<file path="src/rtl/arm_pipe_pkg.sv">
// -----------------------------------------------------------------------------
// arm_pipe_pkg
// Shared definitions for the 5-stage ARM-subset pipeline.
//   ADDR_W / INST_W : default address and instruction widths
//   NOP_INST        : encoding used for flushed or substituted instructions
//   PC_STEP         : byte increment between sequential fetches
//   fetch_state_t   : fetch control states (RUN, REDIRECT)
//   if_id_t         : IF/ID pipeline register contents, also used by decode
// -----------------------------------------------------------------------------
package arm_pipe_pkg;

   localparam int ADDR_W = 32;
   localparam int INST_W = 32;

   localparam logic [INST_W-1:0] NOP_INST = '0;
   localparam int                PC_STEP  = 4;

   typedef enum logic [0:0] {
      RUN      = 1'b0,
      REDIRECT = 1'b1
   } fetch_state_t;

   typedef struct packed {
      logic [ADDR_W-1:0] pc;
      logic [INST_W-1:0] inst;
      logic              valid;
   } if_id_t;

endpackage

</file>
<file path="src/rtl/pc_register.sv">
// -----------------------------------------------------------------------------
// pc_register
// Generic load-enabled register with synchronous active-low reset.
// Ports:
//   clk     in   rising-edge clock
//   rst     in   synchronous active-low reset, loads RESET_VAL
//   load_i  in   capture d_i on this edge
//   d_i     in   next value
//   q_o     out  registered value
// -----------------------------------------------------------------------------
module pc_register #(
   parameter int               WIDTH     = 32,
   parameter logic [WIDTH-1:0] RESET_VAL = '0
) (
   input  logic             clk,
   input  logic             rst,
   input  logic             load_i,
   input  logic [WIDTH-1:0] d_i,
   output logic [WIDTH-1:0] q_o
);

   // Reset takes priority; otherwise the value only moves when loaded.
   always_ff @(posedge clk) begin
      if (!rst) begin
         q_o <= RESET_VAL;
      end else if (load_i) begin
         q_o <= d_i;
      end
   end

endmodule

</file>
<file path="src/rtl/fetch_stage.sv">
// -----------------------------------------------------------------------------
// fetch_stage
// IF stage: owns the PC, drives the combinational instruction memory and
// captures the returned word into the IF/ID register. Handles hazard freeze,
// EX-stage branch redirect with flush, and NOP substitution for fetches past
// the populated memory (reported through the sticky fetch_fault).
//
// Optional build macro FETCH_PERF_CNT_EN adds saturating 32-bit counters
// perf_fetched, perf_stalls and perf_flushes.
//
// Ports:
//   clk           in   rising-edge clock
//   rst           in   synchronous active-low reset
//   freeze        in   hazard stall, holds PC and IF/ID
//   branch_taken  in   redirect request from EX
//   branch_addr   in   redirect target, low two bits ignored
//   imem_addr     out  fetch address (= PC, combinational)
//   imem_inst     in   instruction word for imem_addr
//   pc_id         out  IF/ID fetched PC + 4
//   inst_id       out  IF/ID fetched instruction
//   valid_id      out  IF/ID holds a real instruction
//   perf_*        out  performance counters (FETCH_PERF_CNT_EN only)
//   fetch_fault   out  sticky out-of-range fetch flag
// -----------------------------------------------------------------------------
module fetch_stage #(
   parameter int                ADDR_W    = 32,
   parameter int                INST_W    = 32,
   parameter logic [ADDR_W-1:0] RESET_PC  = '0,
   parameter int                MEM_DEPTH = 49
) (
   input  logic              clk,
   input  logic              rst,
   input  logic              freeze,
   input  logic              branch_taken,
   input  logic [ADDR_W-1:0] branch_addr,
   output logic [ADDR_W-1:0] imem_addr,
   input  logic [INST_W-1:0] imem_inst,
   output logic [ADDR_W-1:0] pc_id,
   output logic [INST_W-1:0] inst_id,
   output logic              valid_id,
`ifdef FETCH_PERF_CNT_EN
   output logic [31:0]       perf_fetched,
   output logic [31:0]       perf_stalls,
   output logic [31:0]       perf_flushes,
`endif
   output logic              fetch_fault
);

   import arm_pipe_pkg::*;

   logic [ADDR_W-1:0] pc_q;
   logic [ADDR_W-1:0] pc_d;
   logic [ADDR_W-1:0] pcPlus4;
   logic              pcLoad;
   logic              inRange;
   logic              advance;

   fetch_state_t      state_q, state_d;
   logic [ADDR_W-1:0] pcId_q, pcId_d;
   logic [INST_W-1:0] instId_q, instId_d;
   logic              validId_q, validId_d;
   logic              fault_q, fault_d;

   // The PC moves on a branch even under freeze; it only holds on a plain stall.
   always_comb begin
      pcPlus4 = pc_q + ADDR_W'(PC_STEP);
      pcLoad  = branch_taken | ~freeze;
      advance = ~branch_taken & ~freeze;
      inRange = ({2'b00, pc_q[ADDR_W-1:2]} < ADDR_W'(MEM_DEPTH));
      if (branch_taken) begin
         pc_d = {branch_addr[ADDR_W-1:2], 2'b00};
      end else begin
         pc_d = pcPlus4;
      end
   end

   pc_register #(
      .WIDTH     (ADDR_W),
      .RESET_VAL (RESET_PC)
   ) u_pc (
      .clk    (clk),
      .rst    (rst),
      .load_i (pcLoad),
      .d_i    (pc_d),
      .q_o    (pc_q)
   );

   assign imem_addr = pc_q;

   // IF/ID next state: branch flushes, freeze holds, otherwise capture the
   // fetched word (or a NOP plus fault when the PC is past populated memory).
   // In REDIRECT the held bubble is forced invalid so a frozen flush can
   // never surface as a real instruction.
   always_comb begin
      state_d   = state_q;
      pcId_d    = pcId_q;
      instId_d  = instId_q;
      validId_d = validId_q;
      fault_d   = fault_q;
      if (branch_taken) begin
         state_d   = REDIRECT;
         pcId_d    = '0;
         instId_d  = INST_W'(NOP_INST);
         validId_d = 1'b0;
      end else if (freeze) begin
         if (state_q == REDIRECT) begin
            validId_d = 1'b0;
         end
      end else begin
         state_d = RUN;
         pcId_d  = pcPlus4;
         if (inRange) begin
            instId_d  = imem_inst;
            validId_d = 1'b1;
         end else begin
            instId_d  = INST_W'(NOP_INST);
            validId_d = 1'b0;
            fault_d   = 1'b1;
         end
      end
   end

   // IF/ID and control state registers; reset discards any pending event.
   always_ff @(posedge clk) begin
      if (!rst) begin
         state_q   <= RUN;
         pcId_q    <= '0;
         instId_q  <= '0;
         validId_q <= 1'b0;
         fault_q   <= 1'b0;
      end else begin
         state_q   <= state_d;
         pcId_q    <= pcId_d;
         instId_q  <= instId_d;
         validId_q <= validId_d;
         fault_q   <= fault_d;
      end
   end

   assign pc_id       = pcId_q;
   assign inst_id     = instId_q;
   assign valid_id    = validId_q;
   assign fetch_fault = fault_q;

`ifdef FETCH_PERF_CNT_EN
   logic [31:0] fetchedCnt_q;
   logic [31:0] stallCnt_q;
   logic [31:0] flushCnt_q;

   // Saturating event counters: fetched = valid written 1, stall = freeze
   // hold edge, flush = branch edge.
   always_ff @(posedge clk) begin
      if (!rst) begin
         fetchedCnt_q <= '0;
         stallCnt_q   <= '0;
         flushCnt_q   <= '0;
      end else begin
         if (advance && inRange && (fetchedCnt_q != '1)) begin
            fetchedCnt_q <= fetchedCnt_q + 32'd1;
         end
         if (freeze && !branch_taken && (stallCnt_q != '1)) begin
            stallCnt_q <= stallCnt_q + 32'd1;
         end
         if (branch_taken && (flushCnt_q != '1)) begin
            flushCnt_q <= flushCnt_q + 32'd1;
         end
      end
   end

   assign perf_fetched = fetchedCnt_q;
   assign perf_stalls  = stallCnt_q;
   assign perf_flushes = flushCnt_q;
`else
   logic unusedAdvance;
   assign unusedAdvance = advance;
`endif

endmodule

</file>
<file path="config.mk">
export PLATFORM = sky130hd
export DESIGN_NAME = fetch_stage
export DESIGN_NICKNAME = d
export VERILOG_FILES = /design/src/rtl/arm_pipe_pkg.sv /design/src/rtl/pc_register.sv /design/src/rtl/fetch_stage.sv
export SDC_FILE = /design/constraint.sdc
export NUM_CORES = 1
export LEC_CHECK = 0
export CAP_MARGIN = 20
export CORE_ASPECT_RATIO = 1.1
export CORE_MARGIN = 2
export CORE_UTILIZATION = 42
export CTS_BUF_LIST = sky130_fd_sc_hd__clkbuf_16
export DETAILED_ROUTE_END_ITERATION = 10
export GPL_TIMING_DRIVEN = 0
export PLACE_DENSITY = 0.8
export SLEW_MARGIN = 15
export SYNTH_ARGS = -nofsm -noshare
export SYNTH_HDL_FRONTEND = slang
export SYNTH_HIERARCHICAL = 1
export SYNTH_SLANG_ARGS = --single-unit
</file>
<file path="constraint.sdc">
create_clock -name clk -period 2.1 [get_ports clk]
set_input_delay 0.42 -clock clk [delete_from_list [all_inputs] [get_ports clk]]
set_output_delay 0.42 -clock clk [all_outputs]
set_load 0.01 [all_outputs]
</file>
Run 1, clock network drawn from the DEF:
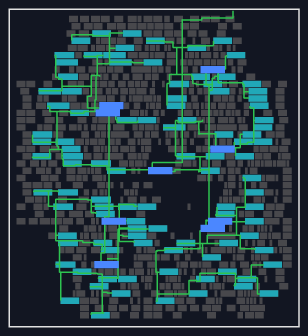
Key: flip-flops = cyan [count 99]; clock wires = green [length 1190 µm]; cells driving clock nets = blue [count 9]
Position of the flops: spread over the die. There are 10 routed clock nets.
Worst Skew: 0.008495 ns
Clk. pwr: 1.61 mW
Clk pwr share: 36.0%

Run 1, cells by drive strength:
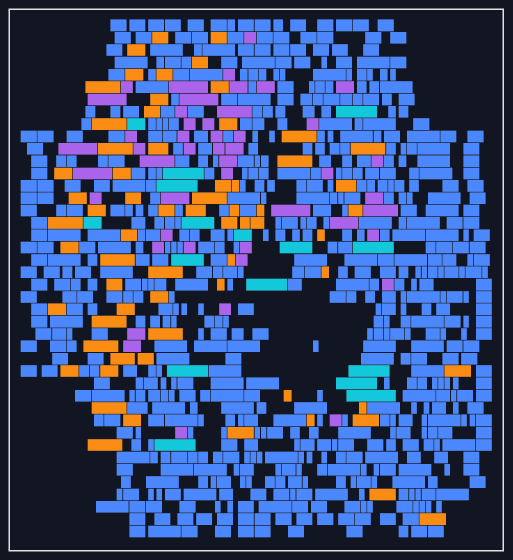
Key: drive 2 = orange [cells 65, share 8.5%]; drive 1 or less = blue [cells 637, share 83%]; drive 3 to 4 = purple [cells 47, share 6.1%]; drive 6 and up = cyan [cells 16, share 2.1%]
post-route cell area: 7506 µm²
PnR worst setup slack: -0.09029 ns
Buffers excl. clock: 226
area delta synth->final: 48.67%

==> results.py, run 1 <==
# Physical implementation metrics
metrics = {
    "route": {
        "routed.top_layer": "met4",
        "ant_nets": 0,
        "vias_per_cell": 5.543,
        "dr.pass1.iters": 7,
        "wl_met2_mm": 8.282,
        "drc": 0,
        "drt-wirelength-per-cell_um": 18.08,
        "drt-initial-drc-count": 312,
    },
    "synthesis": {
        "yosysTopAreaCell": "dfxtp_1",
        "ys_sh_simple_pct": 22.63,
        "common_cells": "dfxtp_1 (99), nand2_1 (53), inv_1 (39)",
        "ys.flops": 99,
        "aoi_share_pct": 16.53,
        "synth_top_flop_cell": "dfxtp_1",
        "yosys-stat-cells": 568,
        "ys_area_um2": 5049,
        "ys_seq_share_pct": 39.26,
        "yosys_warnings": 6,
        "synth_nets": 638,
        "synthAdderAreaFrac_pct": 0.4957,
        "edf_count": 0,
        "synth.avg_cell_area_um2": 8.888,
        "most_common_cell": "dfxtp_1",
        "async_reset_ff_share_pct": 0,
        "top_cell_area_share_pct": 39.26,
        "synth-xor-area-share_pct": 2.602,
    },
    "sta": {
        "setup-violations-final": 3,
        "fin_ws_ns": -0.09029,
        "finalHoldViolations": 0,
        "fin_crit_sh_pct": 104.3,
        "post-route-min-period_ns": 2.190,
        "fmax_mhz": 456.6,
        "slew_violations": 0,
        "rsz0062_at_grt": "true",
        "maxSlewHeadroom_pct": 57.10,
    },
    "placed_design": {
        "port_buffers": 162,
        "dpl_worst_slack_ns": -0.5398,
        "postPlaceCellArea_um2": 6882,
        "dp_hpwl_mm": 11.73,
    },
    "die": {
        "die_h_um": 119.0,
        "die_width_um": 108.5,
        "row_count": 42,
        "fp.dieArea_um2": 12910,
    },
    "clock_tree": {
        "post_cts_buffers": 12,
        "hold_buffers": 0,
        "cts_buffer_depth": 2,
        "cts_made_buffers": 9,
        "cts_tree": "done",
        "h-tree-depth": 3,
        "path_clk_slew_ns": 0.07,
        "clk_latency_ns": 0.34,
        "clockRootBuffer": "clkbuf_16",
    },
    "setup_path": {
        "cp-end-kind": "flip-flop",
        "cp_data_required_time_ns": 2.33,
        "arrival_ns": 2.42,
        "cp-endpoint": "u_pc/q_o[27]",
        "timing.rr.end": "u_pc/q_o[27]",
        "crit_path_start": "u_pc/q_o[18]",
        "crit_type": "reg2reg",
    },
    "power_and_ir_drop": {
        "p_sw_mw": 1.193,
        "internal-power_mw": 3.291,
        "power_leader": "sequential cells",
        "switching_share_pct": 26.61,
        "max-vdd-ir-drop_mv": 0.5012,
        "p_leak_nw": 3.032,
        "comb_power_share_pct": 18.4,
    },
    "job": {
        "tool_warnings": 32,
        "drv_cap": 0,
    },
    "status": {
        "violations": "negative setup slack",
        "status": "finished with violations",
    },
    "final_layout": {
        "drive_above_1_share_pct": 16.73,
        "fillerInstances": 1028,
        "seqCellArea_um2": 2023,
        "nNetsFinal": 830,
        "combGateArea_um2": 2816,
    },
    "worst_hold_path": {
        "holdPathEnd": "pc_id[4]",
        "hold_path_depth": 2,
        "min-delay-start": "pc_id[4]",
    },
    "global_routing": {
        "grt_max_degree": 16,
        "grt_pass1_vias": 5028,
        "overflow": 0,
        "grt_pass1_wl_mm": 25.29,
    },
}
Run 1, track usage over the die:
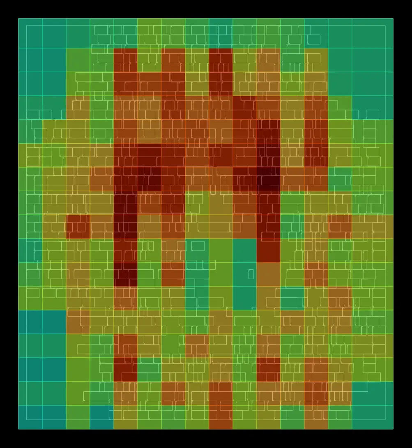
met1 global-route usage: 30.46%
M3 GR Usage: 4.160%
Core Util, Final: 63.20%

Run 1, gate-type map:
Bar = 20 µm.
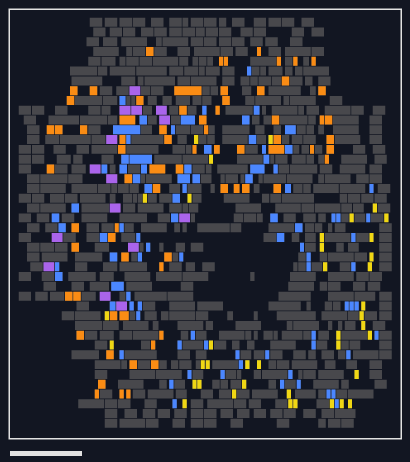
Key: NOR gates = orange [cells 71, where spread over the die]; inverters = yellow [cells 39]; XOR/XNOR gates = purple [cells 15]; NAND gates = blue [cells 87]
logic gate fraction of the total cell area: 37.52%
final cell count without fillers: 919

-- run 1: worst max-delay path: stages (launching register included) --
cell     delay (ns)
dfxtp_4        0.38
nand4_1        0.19
or4_4          0.59
o31a_4         0.38
o31a_1         0.28
mux2i_1        0.18
nor2b_1        0.07
-- run 1: metal layers --
layer	vias to the layer above	global-route usage, %
li1	2393	-
met4	0	9.615
met1	2431	30.46
met3	39	4.160
met2	231	42.89
met5	-	0
-- run 1: layout make-up --
class                   instances  area share [%]
plain buffers                  41           3.301
clock buffers                   9           3.000
clock inverters                 7          0.8001
inverters                      39           1.950
multi-input cells             385           37.52
flip-flops and latches         99           26.95
well taps                     154           2.567
repair buffers                185           23.90
Run 1, met3 routing:
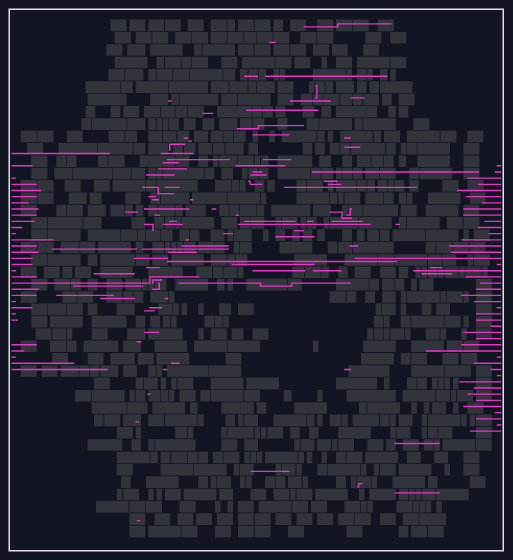

--- run 2 (diff from run 1) ---
Settings changed: CORE_MARGIN 2 to unset, CTS_CLUSTER_SIZE set to 28.
Run 2, met3 routing:
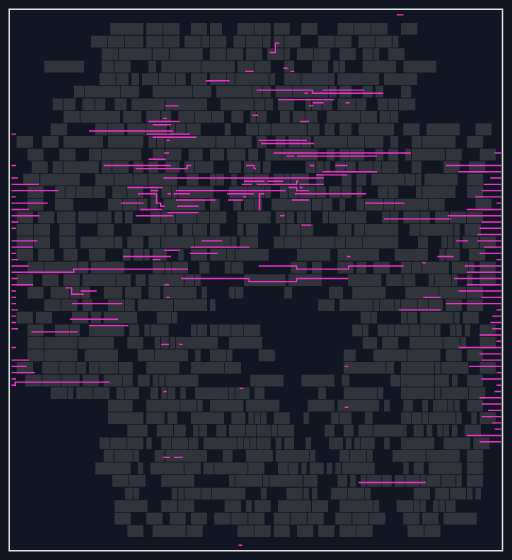
The layer carries 977 µm of wire. The layer holds 5.9% of the routed length. 143 nets have wire on it. The wires run mostly horizontal.
M3 GR Usage: 3.876%
Vias: 5181

Run 2, track usage over the die:
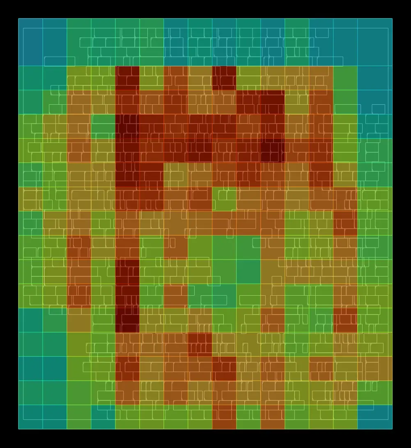
Core Util, Final: 65.28%
met2 Track Usage GR: 45.06%
gr usage total: 25.79%
Avg WL per Cell: 18.21 µm
met1 global-route usage: 30.98%

==> results.py, run 2 <==
# Physical implementation metrics
metrics = {
    "status": {
        "status": "finished, final reports clean",
    },
    "power_and_ir_drop": {
        "clkPwrFrac_pct": 37.0,
        "p_leak_nw": 3.057,
        "internal-power_mw": 3.314,
    },
    "synthesis": {
        "edf_count": 0,
        "top_cell_area_share_pct": 39.26,
        "yosys-stat-cells": 568,
        "async_reset_ff_share_pct": 0,
        "yosys_warnings": 6,
        "ys_area_um2": 5049,
        "common_cells": "dfxtp_1 (99), nand2_1 (53), inv_1 (39)",
        "synth_nets": 638,
        "synth.avg_cell_area_um2": 8.888,
    },
    "final_layout": {
        "nNetsFinal": 830,
        "combGateArea_um2": 2860,
        "sh_seq_area_pct": 26.78,
        "buf_share_pct": 27.01,
        "area_delta_synth_final_pct": 49.91,
        "finish.instance_area_um2": 7569,
        "fillerInstances": 954,
        "nNonClkInverters": 39,
        "dominant_cells": "multi-input combinational cells",
        "drive_above_1_share_pct": 18.04,
        "seq_cell_count": 99,
        "comb_share_pct": 37.79,
        "seqCellArea_um2": 2027,
    },
    "die": {
        "fp.dieArea_um2": 12460,
    },
    "sta": {
        "maxSlewHeadroom_pct": 56.03,
        "finalHoldViolations": 0,
        "post-route-min-period_ns": 2.083,
        "slew_violations": 0,
    },
    "worst_hold_path": {
        "min-delay-start": "pc_id[4]",
        "holdPathEnd": "pc_id[4]",
    },
    "setup_path": {
        "cp-end-kind": "flip-flop",
        "timing.rr.end": "u_pc/q_o[21]",
        "arrival_ns": 2.36,
        "crit_type": "reg2reg",
    },
    "global_routing": {
        "grt_max_degree": 18,
    },
    "route": {
        "dr.pass1.iters": 4,
        "wl_met2_mm": 8.273,
        "drt-initial-drc-count": 262,
        "vias_per_cell": 5.662,
        "ant_nets": 0,
    },
    "placed_design": {
        "port_buffers": 162,
        "postPlaceCellArea_um2": 6877,
    },
    "clock_tree": {
        "hold_buffers": 0,
        "clk_latency_ns": 0.35,
        "clockRootBuffer": "clkbuf_16",
    },
    "job": {
        "drv_cap": 0,
    },
}
## run 2: repair_timing
action,in CTS,in global routing
setup buffers,17,6
gates resized,34,45
endpoints found under the setup margin,76,64
pin swaps,8,8
## run 2: kinds of logic after synthesis
logic type                 count (synthesis)  synth area share (%)
and+or+nand+nor                          206                 22.63
AOI/OAI and AO/OA                        111                 16.53
DFF                                       99                 39.26
buffers and inverters                     84                 7.980
muxes                                     51                 10.51
xor gates and xnor gates                  15                 2.602
adders and majority gates                  2                0.4956
## run 2: worst max-delay path, cell delays in order, from the launching register on
cell	delay [ns]
dfxtp_4	0.35
nand4_1	0.16
buf_4	0.18
or4_4	0.51
or3_1	0.37
a31oi_1	0.22
mux2i_1	0.10
nor2b_1	0.12
Power and IR drop assume default switching activity.
